$ cat src/rtl/coax_rx_frame.sv
// coax_rx_frame: frames coax receiver words into a FIFO of {last, word}.
// Optional idle timeout: define COAX_RX_FRAME_TIMEOUT_EN.
//
// Ports:
//   clk, reset          - clock, synchronous active-high reset
//   rx_active           - receiver frame-in-progress level
//   rx_data_available   - strobe, rx_data valid
//   rx_data[9:0]        - received word
//   rx_error            - strobe, line/parity error
//   read_strobe         - pop head entry
//   read_data[9:0]      - head word (fall-through)
//   read_last           - head word ends its frame
//   empty, busy         - FIFO empty / FSM not idle
//   frame_count[7:0]    - completed frames pushed (wraps)
//   overflow, error     - sticky drop / abort flags
module coax_rx_frame #(
  parameter int DEPTH          = 16,
  parameter int TIMEOUT_CYCLES = 1024
) (
  input  logic       clk,
  input  logic       reset,
  input  logic       rx_active,
  input  logic       rx_data_available,
  input  logic [9:0] rx_data,
  input  logic       rx_error,
  input  logic       read_strobe,
  output logic [9:0] read_data,
  output logic       read_last,
  output logic       empty,
  output logic       busy,
  output logic [7:0] frame_count,
  output logic       overflow,
  output logic       error
);

  localparam int AW = $clog2(DEPTH);

  generate
    if (DEPTH < 4 || DEPTH > 256 || (1 << AW) != DEPTH)
      $error("DEPTH must be a power of 2 in 4..256");
    if (TIMEOUT_CYCLES < 1)
      $error("TIMEOUT_CYCLES must be at least 1");
  endgenerate

  typedef enum logic [1:0] {
    IDLE,
    RECEIVE,
    DISCARD
  } state_t;

  state_t state;
  state_t state_nxt;

  logic [9:0] staged;
  logic [9:0] staged_nxt;
  logic       staged_valid;
  logic       staged_valid_nxt;

  logic [10:0] mem [DEPTH];
  logic [AW:0] wr_ptr;
  logic [AW:0] rd_ptr;
  logic        full;
  logic        pop;

  logic        push_req;
  logic        push_last;
  logic        push_ok;
  logic        drop;
  logic        set_err;
  logic        timeout;

  assign empty = (wr_ptr == rd_ptr);
  assign full  = (wr_ptr[AW] != rd_ptr[AW]) &&
                 (wr_ptr[AW-1:0] == rd_ptr[AW-1:0]);
  assign pop   = read_strobe && !empty;

  // A pop in the same cycle frees the slot, so a full push still lands.
  assign push_ok = push_req && (!full || read_strobe);
  assign drop    = push_req && !push_ok;

  assign {read_last, read_data} = mem[rd_ptr[AW-1:0]];
  assign busy = (state != IDLE);

`ifdef COAX_RX_FRAME_TIMEOUT_EN
  localparam int TW = $clog2(TIMEOUT_CYCLES + 1);

  logic [TW-1:0] idle_cnt;

  assign timeout = (state == RECEIVE) && !rx_data_available &&
                   (idle_cnt == TW'(TIMEOUT_CYCLES - 1));

  always_ff @(posedge clk) begin
    if (reset) begin
      idle_cnt <= '0;
    end else if (state == RECEIVE && !rx_data_available && !timeout) begin
      idle_cnt <= idle_cnt + 1'b1;
    end else begin
      idle_cnt <= '0;
    end
  end
`else
  assign timeout = 1'b0;
`endif

  always_comb begin
    state_nxt        = state;
    staged_nxt       = staged;
    staged_valid_nxt = staged_valid;
    push_req         = 1'b0;
    push_last        = 1'b0;
    set_err          = 1'b0;
    unique case (state)
      IDLE: begin
        // A word strobed on the falling cycle is still staged here;
        // it closes the previous frame.
        if (staged_valid) begin
          push_req  = 1'b1;
          push_last = 1'b1;
        end
        staged_valid_nxt = 1'b0;
        if (rx_active) begin
          state_nxt = RECEIVE;
        end
      end
      RECEIVE: begin
        if (rx_error || timeout) begin
          push_req         = staged_valid;
          push_last        = 1'b1;
          set_err          = 1'b1;
          staged_valid_nxt = 1'b0;
          state_nxt        = DISCARD;
        end else if (rx_data_available) begin
          push_req         = staged_valid;
          staged_nxt       = rx_data;
          staged_valid_nxt = 1'b1;
          if (!rx_active) begin
            state_nxt = IDLE;
          end
        end else if (!rx_active) begin
          push_req         = staged_valid;
          push_last        = 1'b1;
          staged_valid_nxt = 1'b0;
          state_nxt        = IDLE;
        end
        if (drop) begin
          staged_valid_nxt = 1'b0;
          state_nxt        = DISCARD;
        end
      end
      DISCARD: begin
        staged_valid_nxt = 1'b0;
        if (!rx_active) begin
          state_nxt = IDLE;
        end
      end
      default: begin
        staged_valid_nxt = 1'b0;
        state_nxt        = IDLE;
      end
    endcase
  end

  always_ff @(posedge clk) begin
    if (reset) begin
      state        <= IDLE;
      staged       <= '0;
      staged_valid <= 1'b0;
      wr_ptr       <= '0;
      rd_ptr       <= '0;
      frame_count  <= '0;
      overflow     <= 1'b0;
      error        <= 1'b0;
    end else begin
      state        <= state_nxt;
      staged       <= staged_nxt;
      staged_valid <= staged_valid_nxt;
      if (push_ok) begin
        wr_ptr <= wr_ptr + 1'b1;
      end
      if (pop) begin
        rd_ptr <= rd_ptr + 1'b1;
      end
      if (push_ok && push_last) begin
        frame_count <= frame_count + 8'd1;
      end
      if (drop) begin
        overflow <= 1'b1;
      end
      if (set_err) begin
        error <= 1'b1;
      end
    end
  end

  always_ff @(posedge clk) begin
    if (push_ok) begin
      mem[wr_ptr[AW-1:0]] <= {push_last, staged};
    end
  end

endmodule

$ cat config.mk
export PLATFORM = sky130hd
export DESIGN_NAME = coax_rx_frame
export DESIGN_NICKNAME = d
export VERILOG_FILES = /design/src/rtl/coax_rx_frame.sv
export SDC_FILE = /design/constraint.sdc
export NUM_CORES = 1
export LEC_CHECK = 0
export CAP_MARGIN = 15
export CORE_MARGIN = 5
export CORE_UTILIZATION = 42
export CTS_CLUSTER_DIAMETER = 80
export CTS_CLUSTER_SIZE = 12
export DETAILED_ROUTE_END_ITERATION = 10
export MAX_ROUTING_LAYER = met4
export PLACE_DENSITY = 0.67
export SLEW_MARGIN = 20
export SYNTH_ARGS = -nofsm -noshare
export SYNTH_HDL_FRONTEND = slang
export SYNTH_SLANG_ARGS = --single-unit
$ cat constraint.sdc
create_clock -name clk -period 3.6 [get_ports clk]
set_input_delay 0.54 -clock clk [delete_from_list [all_inputs] [get_ports clk]]
set_output_delay 0.54 -clock clk [all_outputs]
set_load 0.02 [all_outputs]
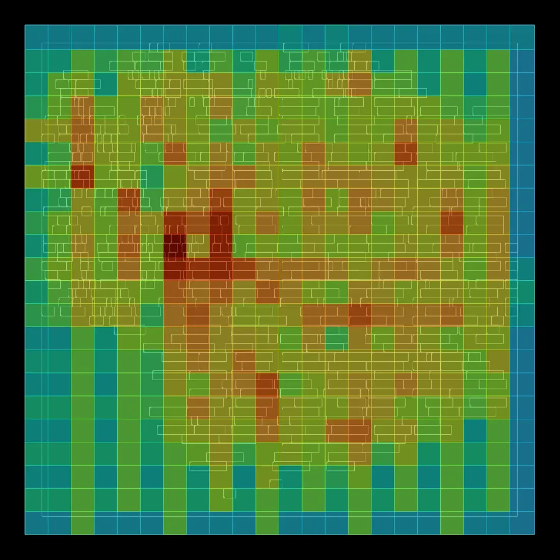
Fig. 1. Routing congestion (run 1).
Avg WL per Cell: 21.5 um
Final Core Density: 49.2%

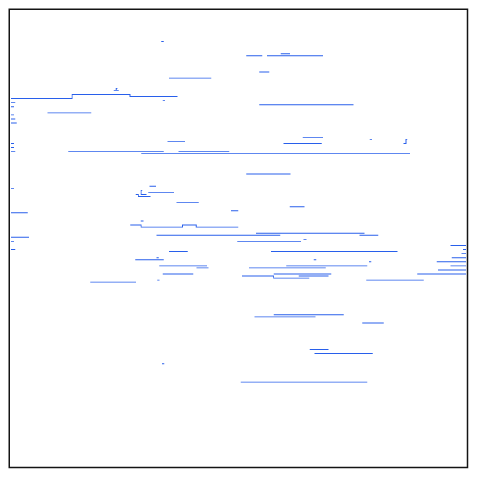
Fig. 2. M3 wires (run 1).
Drawn at 3 px/um.
longest straight run: 89.2 um
nets with wire on the layer: 48
wire length on this layer: 916 um
main direction: horizontal
share of all routed wire: 5.3%
Detailed Route WL: 17.4 mm
Vias: 4411
met3 Use GR: 2.53%

==> out/qor.yml, run 1 <==
peakVddDrop_mv: 0.307
root_buffer: "clkbuf_16"
crit_cells: 4
num_io_pins: 39
place_hpwl_mm: 11.3
portBuffers: 38
ys_cells: 468
synthTopCellsByArea: "edfxtp_1 (62%), mux4_2 (15%), dfxtp_1 (8.7%)"
async_flop_share_pct: 0
instances_no_fill: 810
syn_nets: 490
hold_class: "flip-flop to flip-flop"
clockBufferDepth: 3
crit_arrival_ns: 2.87
cts.repair.resized: 0
setup_viol: 0
die_area_mm2: 0.0232
rows: 52
tns_ns: 0
finalHoldViolations: 0
htreeDepth: 1
period_used_pct: 94.8
p_leak_nw: 3.16
worst_path_max_delay_cell: "dfxtp_2"
fmax_ghz: 0.293
max-cap-violations: 0
grt_util_met2_pct: 26.2
grt-ovfl-total: 0
finalWorstSetupSlack_ns: 0.188
yosys.stat.chipArea_mm2: 0.00850
grt_use_total_pct: 15.6
warnings: 29
viasPerCell: 5.45
cts_tree: "built"
synthFlopType: "edfxtp_1"
drt_iter0_drc: 314
post-place-ws_ns: 0.594
path_clk_slew_ns: 0.06
common_cells: "edfxtp_1 (176), mux4_2 (55), dfxtp_1 (37)"
antenna_cells: 0
drc: 0
busiest_layer: "met2"
power_density_mw_per_mm2: 482
fp_util_pct: 42.3
slowest_delay_ns: 0.61
nNetsFinal: 547
gp_congestion: 0.828
tightestPinTransition_ns: 1.06
grt_max_degree: 33
ctsHoldBuffers: 0
antenna_found_initial: 0
grt_first_pass_wirelength_mm: 27.4
clkLatencyLatePin_ns: 0.49
synth_top_area_share_pct: 62.2
status: "completed"
edf_count: 176
crit_chain: "buf_4 -> mux4_2 -> mux4_2 -> clkdlybuf4s50_1"
endpoint_kind: "output pin"
period_needed_ns: 3.41
required_ns: 3.06
top_cell: "edfxtp_1"
ys_seq_share_pct: 70.9
cp_common_cell: "mux4_2"
die_width_um: 152
whs_path_depth: 2
slew_headroom_pct: 28.8
placedCellCount: 772
synth-seq-cells: 213
ant_nets: 0
syn-cell-area_mm2: 0.00850
clock_sinks: 213
die.size.y_um: 152
power.total_mw: 4.76
largest_area_cell: "edfxtp_1"
firstDrtPassIters: 4
grtUsageMet1_pct: 20.6
holdWs_ns: 0.448
path_max_fanout: 16
crit_buf_inv: 2
synth_cell_types: 42
skew_ns: 0.00835
drive_gt1_share_pct: 19.8
fillers: 1689
grt_pass1_vias: 4631
crit_family: "buffers and inverters"
syn-mean-instance-area_um2: 18.2
post_cts_buffers: 0
start_kind: "flip-flop"
cts_made_buffers: 21
drv_slew: 0
area_growth_pct: 16.3
rsz0062_at_grt: "false"
crit_type: "flip-flop to output pin"
yosys_warnings: 0
syn_inst: 468
r2r_cells: 5
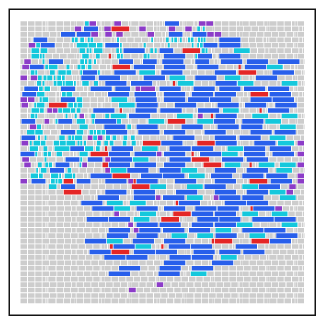
Fig. 3. Placement by cell class (run 1).
Drawn at 2 px/um. Fill, decap, tap and diode cells in gray.
legend:
  sequential cells:
    color: blue
    cells: 213
    share_of_their_area: 63%
  combinational and other logic:
    color: cyan
    cells: 232
    share_of_their_area: 25%
  clock drivers and dummy loads:
    color: red
    cells: 38
    share_of_their_area: 6.3%
  remaining buffers and delay cells:
    color: purple
    cells: 57
    share_of_their_area: 5.6%
Seq area share: 61.0%
area of the core: 0.0201 mm^2
cell area after layout: 0.00989 mm^2

-- run 1: cells in the final DEF (no fill, tap or decap), types with 2 or more instances in the layout --
cell type and n:
dfxtp_1 35, clkdlybuf4s50_1 38, nand3_1 5, dfxtp_2 2
a31oi_1 2, mux2i_1 3, buf_4 18, clkbuf_16 21
and2_1 3, and3_1 15, nand2_1 31, a21oi_1 18
nor2b_1 16, o211ai_1 2, nor2_1 22, edfxtp_1 176
clkbuf_1 14, mux4_2 55, mux2_1 15, xor2_1 4
nand4_1 5, a2111oi_0 2, inv_1 5, ha_1 6
a211oi_1 4
-- run 1: worst min-delay path: stages (launching register included) --
cell and delay, ns:
dfxtp_1 0.31, inv_1 0.04, a21oi_1 0.05
-- run 1: final cells by class --
type | instances | area [um^2] | share of cell area, %
inverters | 6 | 22.5 | 0.228
multi-input cells | 226 | 2360 | 23.8
repair buffers | 57 | 536 | 5.42
clock inverters | 1 | 8.76 | 0.0886
clock buffers | 37 | 597 | 6.04
well taps | 270 | 338 | 3.42
flip-flops and latches | 213 | 6030 | 61.0
-- run 1: per-stage QoR --
step,cell area [um^2],utilization (%)
final,9890,49.2
after global routing,9890,49.2
after CTS,9890,49.2
after detailed placement,9280,46.2
after global placement,9280,46.2
after floorplan,8500,-
-- run 1: power by group --
group | switching, mW | total, mW | leakage, nW | internal, mW
registers | 0.0152 | 2.67 | 1.87 | 2.65
clock network | 0.840 | 1.96 | 0.291 | 1.12
logic | 0.0671 | 0.134 | 0.999 | 0.0671
-- run 1: cells by family (layout without fill, tap and decap cells) --
family | Yosys count | after routing | synth area share (%)
xor gates and xnor gates | 5 | 5 | 0.515
buffers and inverters | 29 | 101 | 1.46
adders and majority gates | 6 | 6 | 0.883
and+or+nand+nor | 106 | 106 | 6.58
AOI/OAI and AO/OA | 36 | 36 | 2.77
DFF | 213 | 213 | 70.9
muxes | 73 | 73 | 16.9
-- run 1: registers in the layout, indices dropped and copies added (netlist names), named ones only --
register,flops
mem,176
staged,10
frame_count,8
rd_ptr,5
wr_ptr,5
state,2
error,1
overflow,1
staged_valid,1
-- run 1: per-layer routing --
metal	up-vias	part of all wire (%)
li1	1982	-
met1	2282	42
met2	118	51
met3	29	5.3
met4	0	1.6
met5	-	0
-- run 1: path summary, 6_finish.rpt --
| path | startpoint | to | slack, ns |
|---|---|---|---|
| min reg2reg | overflow | overflow | 0.45 |
| max | flip-flop | read_data[5] | 0.19 |
| max reg2reg | wr_ptr[4] | mem[7][3] | 0.99 |
| min | overflow | overflow | 0.45 |
Fig. 4: run 1, drive-strength map
Drawn at 2 px/um.
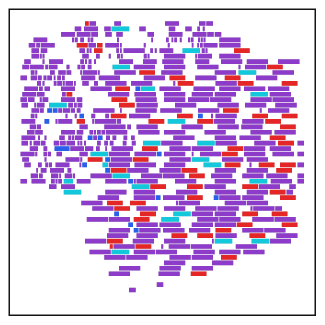

==> run 2: changes to the inputs <==
Settings changed: MAX_ROUTING_LAYER met4 to default.
Clock period 3.6 ns to 4.06 ns, I/O delays scaled along.
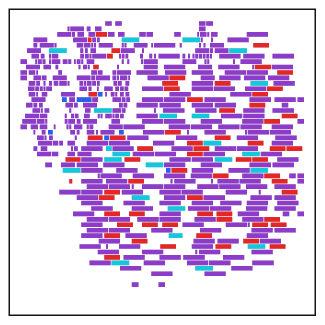
Fig. 5. Drive-strength map (run 2).
Drawn at 2 px/um.
legend:
  _0 and _1 cells:
    color: purple
    cells: 434
  _6 and larger:
    color: cyan
    cells: 23
  _2 cells:
    color: red
    cells: 64
  _3 and _4 cells:
    color: blue
    cells: 7
Final WS setup: 0.362 ns
Area Growth Syn to Fin: 15.1%

==> out/qor.yml, run 2 <==
num_vias: 4280  # -3.0%
ys_sh_simple_pct: 6.58  # unchanged
ys_sh_aoi_pct: 2.77  # unchanged
cts_made_buffers: 21  # unchanged
hold_start: "overflow"
power.total_mw: 4.23  # -11%
swShare_pct: 19.9  # +0.49 points
skew_ns: 0.00921  # +0.000857 ns
post-place-ws_ns: 0.826  # +0.232 ns
endpoint_kind: "output pin"
path_clk_slew_ns: 0.06  # about the same
whs_path_depth: 2  # unchanged
viasPerCell: 5.36  # -1.5%
root_buffer: "clkbuf_16"
syn-mean-instance-area_um2: 18.2  # unchanged
grt_first_pass_wirelength_mm: 27.3  # -0.10%
async_flop_share_pct: 0  # unchanged
common_cells: "edfxtp_1 (176), mux4_2 (55), dfxtp_1 (37)"
start_kind: "flip-flop"
htreeDepth: 1  # unchanged
syn_inst: 468  # unchanged
peakVddDrop_mv: 0.280  # -8.9%
p_comb_share_pct: 2.8  # about the same
xor_share_pct: 0.515  # unchanged
die.size.y_um: 152  # unchanged
ant_nets: 0  # unchanged
drv_slew: 0  # unchanged
routed_wl_mm: 17.5  # +0.40%
rows: 52  # unchanged
max-cap-violations: 0  # unchanged
antenna_found_initial: 0  # unchanged
yosys.stat.chipArea_mm2: 0.00850  # unchanged
drive_gt1_share_pct: 17.8  # -2.0 points
gp_congestion: 0.772  # -6.8%
worst_path_max_delay_cell: "dfxtp_2"
rrSetupSlack_ns: 1.26  # +0.27 ns
period_used_pct: 91.1
lay_top_cells: "edfxtp_1 (176), mux4_2 (55), clkdlybuf4s50_1 (38), dfxtp_1 (35), nand2_1 (31)"
p_leak_nw: 3.17  # +0.40%
r2r-start: "wr_ptr[4]"
ys_cells: 468  # unchanged
power_density_mw_per_mm2: 432  # -10%
die_width_um: 152  # unchanged
place_hpwl_mm: 10.6  # -6.1%
mux_share_pct: 16.9  # unchanged
edf_count: 176  # unchanged
required_ns: 3.45  # +0.39 ns
cp_common_cell: "mux4_2"
drt_iter0_drc: 367  # +17%
grt-ovfl-total: 0  # unchanged
syn_nets: 490  # unchanged
num_io_pins: 39  # unchanged
grt_max_degree: 45  # +36%
status: "completed"
path_max_fanout: 13  # -3
synth_cell_types: 42  # unchanged
die_area_mm2: 0.0232  # unchanged
internal_power_mw: 3.39  # -12%
largest_register_ffs: 176  # unchanged
ctsHoldBuffers: 0  # unchanged
warnings: 29  # unchanged
portBuffers: 38  # unchanged
tns_ns: 0  # unchanged
ys_seq_share_pct: 70.9  # unchanged
cts_tree: "built"
slowest_delay_ns: 0.63  # +0.02 ns
p_clk_share_pct: 41.2  # about the same
cts.repair.resized: 0  # unchanged
synthFlopType: "edfxtp_1"
post_cts_buffers: 0  # unchanged
grt_pass1_vias: 4680  # +1.1%
switchingPower_mw: 0.839  # -9.0%
yosys_warnings: 0  # unchanged
synth_adder_area_share_pct: 0.883  # unchanged
p_seq_share_pct: 56.0  # about the same
crit_type: "flip-flop to output pin"
setup_viol: 0  # unchanged
clockBufferDepth: 3  # unchanged
crit_buf_inv: 2  # unchanged
rr_endpoint: "mem[2][0]"
crit_chain: "buf_4 -> mux4_2 -> mux4_2 -> clkdlybuf4s50_1"
nNetsFinal: 535  # -2.2%
fp_util_pct: 42.3  # unchanged
largest_area_cell: "edfxtp_1"
drc: 0  # unchanged
hold_path_end: "overflow"
fmax_ghz: 0.270
slew_headroom_pct: 29.9  # +1.1 points
clock_sinks: 213  # unchanged
period_needed_ns: 3.70
layout_top_cell: "edfxtp_1"
grt_use_total_pct: 15.1  # -0.53 points
crit_family: "multiplexers"
holdWs_ns: 0.450  # +0.00209 ns
rsz0062_at_grt: "false"
crit_arrival_ns: 3.09  # +0.22 ns
ys_top_logic_family: "multiplexers"
routedWlPerCell_um: 21.9  # +1.9%
core_area_mm2: 0.0201  # unchanged
synth_top_area_share_pct: 62.2  # unchanged
tightestPinTransition_ns: 1.05  # -0.0161 ns
syn-cell-area_mm2: 0.00850  # unchanged
top_cell: "edfxtp_1"
firstDrtPassIters: 4  # unchanged
synthTopCellsByArea: "edfxtp_1 (62%), mux4_2 (15%), dfxtp_1 (8.7%)"
clkLatencyLatePin_ns: 0.49  # about the same
hold_class: "flip-flop to flip-flop"
finalHoldViolations: 0  # unchanged
r2r_cells: 4  # -1
antenna_cells: 0  # unchanged
synth-seq-cells: 213  # unchanged
run 2: netlist changes by cell type in the layout (fill, tap and decap cells not counted):
| cell | delta |
|---|---|
| clkbuf_1 | +1 |
| buf_4 | -12 |
| clkbuf_8 | -1 |
| clkbuf_2 | -1 |
| clkinv_2 | +1 |
run 2: worst max-delay path by stage:
stage,start,end,slack [ns],cells past startpoint
after floorplan,flip-flop,read_data[0],1.60,4
after global placement,flip-flop,read_data[9],0.88,4
after detailed placement,flip-flop,read_data[9],0.83,4
after CTS,flip-flop,read_data[9],0.27,4
after global routing,flip-flop,read_data[9],0.19,4
final,flip-flop,read_data[9],0.36,4
run 2: layout make-up:
cell class              count  area [um^2]
repair buffers             45          445
multi-input cells         226         2360
inverters                   6         22.5
well taps                 270          338
clock inverters             2         13.8
clock buffers              36          582
flip-flops and latches    213         6030
fillers                  1622        10300
run 2: cells by family (layout without fill, tap and decap cells):
group	Yosys count	after routing
flops	213	213
compound gates	36	36
mux	73	73
simple gates	106	106
buf+inv	29	89
fa+ha+maj	6	6
xor+xnor	5	5
run 2: power by group through the flow:
stage	combinational (mW)	clock, mW	sequential [mW]
global route	0.128	1.87	2.37
floorplan	0.0759	0	2.41
CTS	0.120	1.78	2.37
detailed placement	0.119	0	2.41
global placement	0.117	0	2.41
finish	0.117	1.74	2.37
run 2: through the flow:
step / area [um^2] / instances / util [%]
6_report: 9790 / 798 / 48.7
5_1_grt: 9790 / 798 / 48.7
4_1_cts: 9790 / 798 / 48.7
3_5_place_dp: 9190 / 760 / 45.7
3_3_place_gp: 9190 / 760 / 45.7
2_1_floorplan: 8500 / 468 / -
run 2: layer usage:
metal	vias to the layer above	track usage, %	part of all wire (%)
li1	1945	-	-
met3	30	2.58	6.1
met2	122	26.5	51
met1	2183	19.8	41
met5	-	0	0
met4	0	3.81	2.2
run 2: tightest hold or removal path: stages, from the launching register on:
cell and delay, ns:
dfxtp_1 0.31, inv_1 0.05, a21oi_1 0.05
No activity file was given, so power comes from the tool's default toggle rates.
